**Sequential cells grouped by signal name**

The bar under the picture is 50 um long. Other sequential cells in the stronger gray, the rest of the logic in the fainter gray.
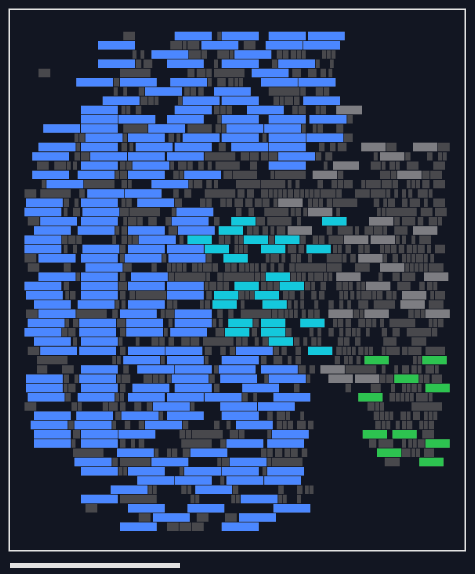
**Layout detail**

Window x 13 to 53, y 99 to 139 um. Cells in gray, sequential cells in the stronger gray; small squares are vias.
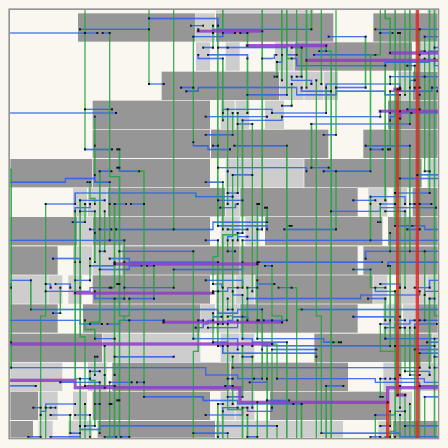
**Routed metal, one color a layer**

Two of the layers only.
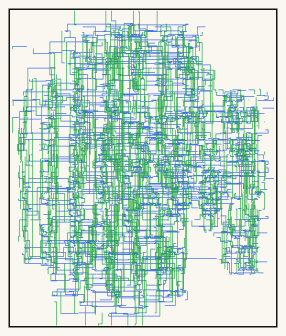
**Port wiring**

The bar under the picture is 50 um long.
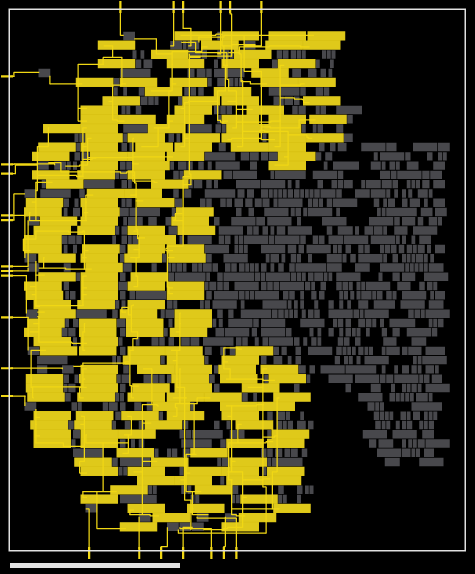
==> src/rtl/tdc_pkg.sv <==
// tdc_pkg: shared constants, FSM state encoding and frame byte selection
// for the TDC UART readout.
//   DIG_OUT          width of a TDC result word {coarse[9:0], start[6:0], stop[6:0]}
//   SYNC_BYTE        first byte of every frame, used by the receiver to align
//   BYTES_PER_FRAME  sync byte plus three payload bytes
//   tx_state_t       serializer FSM states
//   frame_byte()     byte of a frame by position (0 = sync, 1..3 = payload MSB first)
package tdc_pkg;

  localparam int         DIG_OUT         = 24;
  localparam logic [7:0] SYNC_BYTE       = 8'hA5;
  localparam int         BYTES_PER_FRAME = 4;

  typedef enum logic [2:0] {
    IDLE,
    LOAD,
    START,
    DATA,
    STOP
  } tx_state_t;

  function automatic logic [7:0] frame_byte(input logic [23:0] word, input logic [1:0] idx);
    logic [7:0] b;
    case (idx)
      2'd0:    b = SYNC_BYTE;
      2'd1:    b = word[23:16];
      2'd2:    b = word[15:8];
      default: b = word[7:0];
    endcase
    return b;
  endfunction

endpackage

==> src/rtl/tdc_fifo.sv <==
// tdc_fifo: synchronous FIFO buffering TDC result words ahead of the UART.
// Ports:
//   iClk, rst  clock and synchronous active-high reset
//   wr_en      write request; ignored while full
//   wr_data    word to write
//   rd_en      pop request; ignored while empty
//   rd_data    word at the head of the FIFO (valid while not empty)
//   full       count == DEPTH
//   empty      count == 0
//   count      words currently stored (registered)
// DEPTH must be a power of two (>= 2) so the pointers wrap by overflow.
module tdc_fifo #(
  parameter int WIDTH = tdc_pkg::DIG_OUT,
  parameter int DEPTH = 8
) (
  input  logic                     iClk,
  input  logic                     rst,
  input  logic                     wr_en,
  input  logic [WIDTH-1:0]         wr_data,
  input  logic                     rd_en,
  output logic [WIDTH-1:0]         rd_data,
  output logic                     full,
  output logic                     empty,
  output logic [$clog2(DEPTH):0]   count
);

  localparam int AW = $clog2(DEPTH);
  localparam logic [AW:0] FULL_COUNT = DEPTH[AW:0];

  logic [WIDTH-1:0] mem [DEPTH];
  logic [AW-1:0]    wr_ptr;
  logic [AW-1:0]    rd_ptr;
  logic             do_wr;
  logic             do_rd;

  assign full    = (count == FULL_COUNT);
  assign empty   = (count == '0);
  assign do_wr   = wr_en && !full;
  assign do_rd   = rd_en && !empty;
  assign rd_data = mem[rd_ptr];

  // Storage has no reset; the pointers and count define what is valid.
  always_ff @(posedge iClk) begin
    if (do_wr) begin
      mem[wr_ptr] <= wr_data;
    end
  end

  always_ff @(posedge iClk) begin
    if (rst) begin
      wr_ptr <= '0;
      rd_ptr <= '0;
      count  <= '0;
    end else begin
      if (do_wr) begin
        wr_ptr <= wr_ptr + 1'b1;
      end
      if (do_rd) begin
        rd_ptr <= rd_ptr + 1'b1;
      end
      case ({do_wr, do_rd})
        2'b10:   count <= count + 1'b1;
        2'b01:   count <= count - 1'b1;
        default: count <= count;
      endcase
    end
  end

endmodule

==> src/rtl/tdc_uart_readout.sv <==
// tdc_uart_readout: buffers TDC result words and streams each one over a
// UART (8N1, LSB first) as a 4-byte frame: A5, word[23:16], word[15:8], word[7:0].
// Ports:
//   iClk        system clock
//   rst         synchronous active-high reset; aborts any frame and empties the FIFO
//   iTdcData    TDC result word, sampled when iTdcValid=1
//   iTdcValid   single-cycle strobe for iTdcData
//   iClrOvf     clears oOverflow (a simultaneous drop keeps it set)
//   oTx         UART line, idle high
//   oBusy       high whenever the serializer FSM is not IDLE
//   oOverflow   sticky flag: a word was dropped because the FIFO was full
//   oFifoCount  words currently buffered
module tdc_uart_readout #(
  parameter int DIG_OUT      = tdc_pkg::DIG_OUT,
  parameter int FIFO_DEPTH   = 8,
  parameter int CLKS_PER_BIT = 868
) (
  input  logic                          iClk,
  input  logic                          rst,
  input  logic [DIG_OUT-1:0]            iTdcData,
  input  logic                          iTdcValid,
  input  logic                          iClrOvf,
  output logic                          oTx,
  output logic                          oBusy,
  output logic                          oOverflow,
  output logic [$clog2(FIFO_DEPTH):0]   oFifoCount
);

  import tdc_pkg::*;

  localparam int               CNT_W     = (CLKS_PER_BIT > 1) ? $clog2(CLKS_PER_BIT) : 1;
  localparam logic [CNT_W-1:0] BIT_LAST  = CNT_W'(CLKS_PER_BIT - 1);
  localparam logic [1:0]       LAST_BYTE = 2'(BYTES_PER_FRAME - 1);

  tx_state_t          state;
  tx_state_t          state_next;
  logic               fifo_full;
  logic               fifo_empty;
  logic               pop;
  logic [DIG_OUT-1:0] fifo_rd_data;
  logic [DIG_OUT-1:0] frame_word;
  logic [CNT_W-1:0]   bit_cnt;
  logic               bit_tick;
  logic [2:0]         bit_idx;
  logic [1:0]         byte_idx;
  logic [7:0]         shift_reg;
  logic               tx;

  tdc_fifo #(
    .WIDTH (DIG_OUT),
    .DEPTH (FIFO_DEPTH)
  ) u_fifo (
    .iClk    (iClk),
    .rst     (rst),
    .wr_en   (iTdcValid),
    .wr_data (iTdcData),
    .rd_en   (pop),
    .rd_data (fifo_rd_data),
    .full    (fifo_full),
    .empty   (fifo_empty),
    .count   (oFifoCount)
  );

  assign bit_tick = (bit_cnt == BIT_LAST);

  always_ff @(posedge iClk) begin
    if (rst) begin
      state <= IDLE;
    end else begin
      state <= state_next;
    end
  end

  always_comb begin
    state_next = state;
    case (state)
      IDLE:  if (!fifo_empty) state_next = LOAD;
      LOAD:  state_next = START;
      START: if (bit_tick) state_next = DATA;
      DATA:  if (bit_tick && bit_idx == 3'd7) state_next = STOP;
      STOP:  if (bit_tick) state_next = (byte_idx == LAST_BYTE) ? IDLE : START;
      default: state_next = IDLE;
    endcase
  end

  // oTx is a decode of registered state and shift register only, so the
  // start bit appears in the same cycle the FSM enters START.
  always_comb begin
    oBusy = 1'b1;
    tx    = 1'b1;
    pop   = 1'b0;
    case (state)
      IDLE: begin
        oBusy = 1'b0;
        pop   = !fifo_empty;
      end
      START:   tx = 1'b0;
      DATA:    tx = shift_reg[0];
      default: ;
    endcase
  end

  assign oTx = tx;

  // Serializer datapath: the popped word is held for the whole frame and
  // each byte is loaded into the shift register just before its start bit.
  always_ff @(posedge iClk) begin
    if (rst) begin
      frame_word <= '0;
      bit_cnt    <= '0;
      bit_idx    <= '0;
      byte_idx   <= '0;
      shift_reg  <= '0;
    end else begin
      case (state)
        IDLE: begin
          bit_cnt  <= '0;
          bit_idx  <= '0;
          byte_idx <= '0;
          if (pop) begin
            frame_word <= fifo_rd_data;
          end
        end
        LOAD: begin
          bit_cnt   <= '0;
          byte_idx  <= '0;
          shift_reg <= frame_byte(frame_word[23:0], 2'd0);
        end
        START, DATA, STOP: begin
          bit_cnt <= bit_tick ? '0 : bit_cnt + 1'b1;
          if (state == DATA && bit_tick) begin
            shift_reg <= {1'b0, shift_reg[7:1]};
            bit_idx   <= bit_idx + 1'b1;
          end
          if (state == STOP && bit_tick && byte_idx != LAST_BYTE) begin
            byte_idx  <= byte_idx + 1'b1;
            shift_reg <= frame_byte(frame_word[23:0], byte_idx + 2'd1);
          end
        end
        default: ;
      endcase
    end
  end

  // A drop is judged against the full flag alone, so a pop in the same
  // cycle does not rescue the word; a drop also beats iClrOvf.
  always_ff @(posedge iClk) begin
    if (rst) begin
      oOverflow <= 1'b0;
    end else if (iTdcValid && fifo_full) begin
      oOverflow <= 1'b1;
    end else if (iClrOvf) begin
      oOverflow <= 1'b0;
    end
  end

endmodule
==> config.mk <==
export PLATFORM = sky130hd
export DESIGN_NAME = tdc_uart_readout
export DESIGN_NICKNAME = d
export VERILOG_FILES = /design/src/rtl/tdc_pkg.sv /design/src/rtl/tdc_fifo.sv /design/src/rtl/tdc_uart_readout.sv
export SDC_FILE = /design/constraint.sdc
export NUM_CORES = 1
export LEC_CHECK = 0
export ABC_AREA = 1
export CORE_ASPECT_RATIO = 1.2
export CORE_MARGIN = 4
export CORE_UTILIZATION = 55
export DETAILED_ROUTE_END_ITERATION = 8
export PLACE_DENSITY = 0.78
export SYNTH_ARGS = -nofsm -noshare
export SYNTH_HDL_FRONTEND = slang
export SYNTH_SLANG_ARGS = --single-unit
export TNS_END_PERCENT = 20
==> constraint.sdc <==
create_clock -name iClk -period 2.7 [get_ports iClk]
set_clock_uncertainty 0.2 [all_clocks]
set_input_delay 0.54 -clock iClk [delete_from_list [all_inputs] [get_ports iClk]]
set_output_delay 0.54 -clock iClk [all_outputs]
set_load 0.05 [all_outputs]
==> impl_metrics.env <==
# physical design summary
export IMPL_synthToLayoutAreaGrowth_pct=14.45
export IMPL_met2WireLength_um=11590
export IMPL_edf_count=192
export IMPL_ffs_w_async_s_r_synth=0
export IMPL_detail_route_antenna_nets=0
export IMPL_topCellsByArea="sky130_fd_sc_hd__edfxtp_1, sky130_fd_sc_hd__dfxtp_1, sky130_fd_sc_hd__o21ai_0, sky130_fd_sc_hd__nor2_1, sky130_fd_sc_hd__nand2_1"
export IMPL_cp_required_ns=1.96
export IMPL_sh_comb_area=0.2548
export IMPL_report_final_setup_viol=0
export IMPL_hold_path_depth=2
export IMPL_cts_max_level=1
export IMPL_antenna_cells_inserted=0
export IMPL_cts_buffers_inserted=25
export IMPL_remaining_drc_errors=0
export IMPL_final_util=0.6472
export IMPL_viasPerCell=5.678
export IMPL_yosys_area_top_type="sky130_fd_sc_hd__edfxtp_1"
export IMPL_stage_log_warnings=31
export IMPL_final_critical_path_setup_slack_ns=0.1222
export IMPL_timing_hold_violations_final=0
export IMPL_critical_path_cell_count=5
export IMPL_worstHoldStart="oOverflow"
export IMPL_reg2reg_depth=10
export IMPL_hold_path_end="oOverflow"
export IMPL_switching_share=0.3259
export IMPL_grt_usage=0.2074
export IMPL_dominantRegCellSynth="sky130_fd_sc_hd__edfxtp_1"
export IMPL_wirelength_met1_um=8695
export IMPL_yosys_stat_chipArea_um2=10390
export IMPL_critical_path_startpoint_type="flop"
export IMPL_hold_ws_ns=0.2608
export IMPL_layout_filler_cell_count=1370
export IMPL_yosys_cells=933
export IMPL_detail_route_iter0_violations=577
export IMPL_num_nets_final=1014
export IMPL_cts_hold_buffers_added=0
export IMPL_seq_area_frac_synth=0.6723
export IMPL_actual_slew_at_the_worst_max_slew_pin_ns=0.9323
export IMPL_clock_latency_late_pin_ns=0.51
export IMPL_drt_wl_total_um=22060
export IMPL_routedWlPerCell_um=17.76
export IMPL_power_combinational_total_mw=2.85
export IMPL_layout_cells_largest_class="registers"
export IMPL_cp_data_arrival_time_ns=1.84
export IMPL_num_nonclk_inverters=42
export IMPL_warnings_synthesis=0
export IMPL_sh_seq_area=0.5876
export IMPL_synthesis_area_per_instance_um2=11.14
export IMPL_n_multi_input_combinational_cell=590
export IMPL_grt_antenna_before_repair=0
export IMPL_layout_drive_gt1_share=0.1081
export IMPL_vertical_die_size_um=158.6
export IMPL_seq_cell_power_mw=4.72
export IMPL_timing_final_crit_period_ns=2.578
export IMPL_timing_fmax_mhz=387.9
export IMPL_clock_buffer_count=30
export IMPL_gr_max_usage_layer="met2"
export IMPL_run_status="complete, no violations"
export IMPL_num_vias=7052
export IMPL_slew_viol_final=0
export IMPL_most_frequent_cell_after_synthesis="sky130_fd_sc_hd__edfxtp_1"
export IMPL_drt_first_pass_iters=4
export IMPL_crit_path_end_kind="output pin"
export IMPL_die_area_um2=21170
export IMPL_seq_power_share=0.440
export IMPL_critPathKind="reg -> out"
export IMPL_rsz0062_at_grt="no"
export IMPL_clock_power_share=0.293
export IMPL_cts_root_buffer="sky130_fd_sc_hd__clkbuf_16"
export IMPL_power_leakage_nw=4.063
export IMPL_grt_pass1_wl_um=34760
export IMPL_routabilityCongestion=0.8445
export IMPL_vdd_drop_max_v=0.0007505
export IMPL_end_of_the_critical_path="oBusy"
export IMPL_power_largest_group="sequential cells"
export IMPL_post_dp_cell_area_um2=11160
export IMPL_met3_length_um=1428
export IMPL_yosys_area_top_type_share=0.5548
export IMPL_area_sequential_um2=6989
export IMPL_syn_cell_area_um2=10390
export IMPL_regToRegStartpoint="u_fifo.count[0]"
export IMPL_worst_setup_path_startpoint="state[2]"
export IMPL_internal_power_mw=7.227
export IMPL_tns_ns=0
export IMPL_cts_reportedPaths_clkPinSlew_ns=0.07
export IMPL_power_per_cell_area_nw_per_um2=901.4
export IMPL_fp_nets=973
export IMPL_largest_register_ffs=192
export IMPL_top_signal_layer_used="met4"
export IMPL_stdcell_area_um2=11890
export IMPL_met1_usage=0.2519
export IMPL_pre_cts_ws_ns=0.1328
export IMPL_cts_repair_timing_setup_buffer_count=0
export IMPL_timing_critical_path_slowest_stage_cell="sky130_fd_sc_hd__dlygate4sd2_1"
export IMPL_cp_num_buf_inv=3
export IMPL_first_global_vias=6794
export IMPL_floorplanUtilization=0.5655
export IMPL_floorplan_io_pins=35
export IMPL_cell_types_with_the_highest_counts_after_synthesis="sky130_fd_sc_hd__edfxtp_1, sky130_fd_sc_hd__nor2_1, sky130_fd_sc_hd__o21ai_0, sky130_fd_sc_hd__nand2_1, sky130_fd_sc_hd__dfxtp_1"
export IMPL_cts_repair_resized=2
export IMPL_maxSlewHeadroom=0.3785
export IMPL_comb_power_share=0.266
export IMPL_numSynthFlops=253
export IMPL_port_buffers=34
export IMPL_core_region_area_um2=18380
export IMPL_layout_cells_non_filler=1242
export IMPL_final_min_period_over_clock_period=0.9547
export IMPL_cell_row_count=54
export IMPL_buffers=62
export IMPL_non_clock_buffer_area_share=0.05554
export IMPL_r2r_end="u_fifo.count[2]"
export IMPL_cts_tree="built"
export IMPL_pwr_group_clock_mw=3.15
export IMPL_area_combinational_um2=3030
export IMPL_top_regs="u_fifo.mem x192, frame_word x24, bit_cnt x10"
export IMPL_cp_top_family="buffers and inverters"
export IMPL_min_delay_path_class="reg -> reg"
export IMPL_die_width_um=133.5
export IMPL_grt_use_met2=0.3848
export IMPL_clk_share=0.06165
export IMPL_taps=252
export IMPL_detailedPlacementHpwl_um=13120
export IMPL_place_detailed_instances=1199
export IMPL_critPathMaxStageDelay_ns=0.53
export IMPL_clock_sink_count=253
export IMPL_flops=253
export IMPL_grt_start_max_net_pins=98
export IMPL_power_total_mw=10.72
export IMPL_crit_path_max_fanout=5
export IMPL_synth_cell_types=41
export IMPL_timing_reg2reg_setup_slack_ns=0.28
export IMPL_globalRoute_totalOverflow=0
export IMPL_largest_register="u_fifo.mem"
## Picture notes: 'sequential cells grouped by signal name'
color	name in the netlist	sequential cells
blue	`u_fifo.mem`	192
green	`bit_cnt`	10
cyan	`frame_word`	24
not colored	27

## Picture notes: 'layout detail'
color	layer
purple	metal 3
blue	metal 1
red	metal 4
green	metal 2
netlist names of flops here include	`u_fifo.mem` (31)
sequential cells in the window	31
most frequent	edfxtp_1 (31), nor2_1 (19), o21ai_0 (16)
cells with their middle in the window	83

## Picture notes: 'routed metal, one color a layer'
color	layer	wire length
blue	metal 1	8700 um
green	metal 2	11600 um

## Picture notes: 'port wiring'
color	port	direction	end cells	buffers	wire
yellow	`iTdcData`	input	192	24	2100 um

-- cell families (layout without fill, tap and decap cells) --
logic type | after synthesis | count (layout) | synth area share
xor+xnor | 4 | 4 | 0.003372
compound gates | 269 | 269 | 0.1419
simple gates | 305 | 305 | 0.1299
buf+inv | 90 | 147 | 0.03804
flops | 253 | 253 | 0.6723
fa+ha+maj | 12 | 12 | 0.01445
-- cell usage in the layout (no fill, tap or decap), types with 3 or more instances in the layout --
cell / n
sky130_fd_sc_hd__o21ai_1: 13
sky130_fd_sc_hd__clkbuf_1: 5
sky130_fd_sc_hd__clkinvlp_2: 3
sky130_fd_sc_hd__a21oi_1: 48
sky130_fd_sc_hd__inv_1: 32
sky130_fd_sc_hd__inv_2: 7
sky130_fd_sc_hd__nor2_1: 151
sky130_fd_sc_hd__nand3_1: 25
sky130_fd_sc_hd__clkdlybuf4s50_1: 32
sky130_fd_sc_hd__nor2_4: 3
sky130_fd_sc_hd__buf_4: 19
sky130_fd_sc_hd__a21oi_2: 4
sky130_fd_sc_hd__o21ai_0: 151
sky130_fd_sc_hd__nor2_2: 12
sky130_fd_sc_hd__o211ai_1: 24
sky130_fd_sc_hd__o22ai_1: 24
sky130_fd_sc_hd__clkinv_1: 7
sky130_fd_sc_hd__dfxtp_1: 59
sky130_fd_sc_hd__nand2_4: 4
sky130_fd_sc_hd__nand4_1: 8
sky130_fd_sc_hd__edfxtp_1: 192
sky130_fd_sc_hd__clkbuf_16: 25
sky130_fd_sc_hd__buf_12: 9
sky130_fd_sc_hd__nand2_1: 90
sky130_fd_sc_hd__ha_1: 12
sky130_fd_sc_hd__xor2_1: 3
-- worst min-delay path: stages, from the launching register on --
cell,delay (ns)
sky130_fd_sc_hd__dfxtp_1,0.31
sky130_fd_sc_hd__nand2_1,0.06
sky130_fd_sc_hd__a21oi_1,0.05
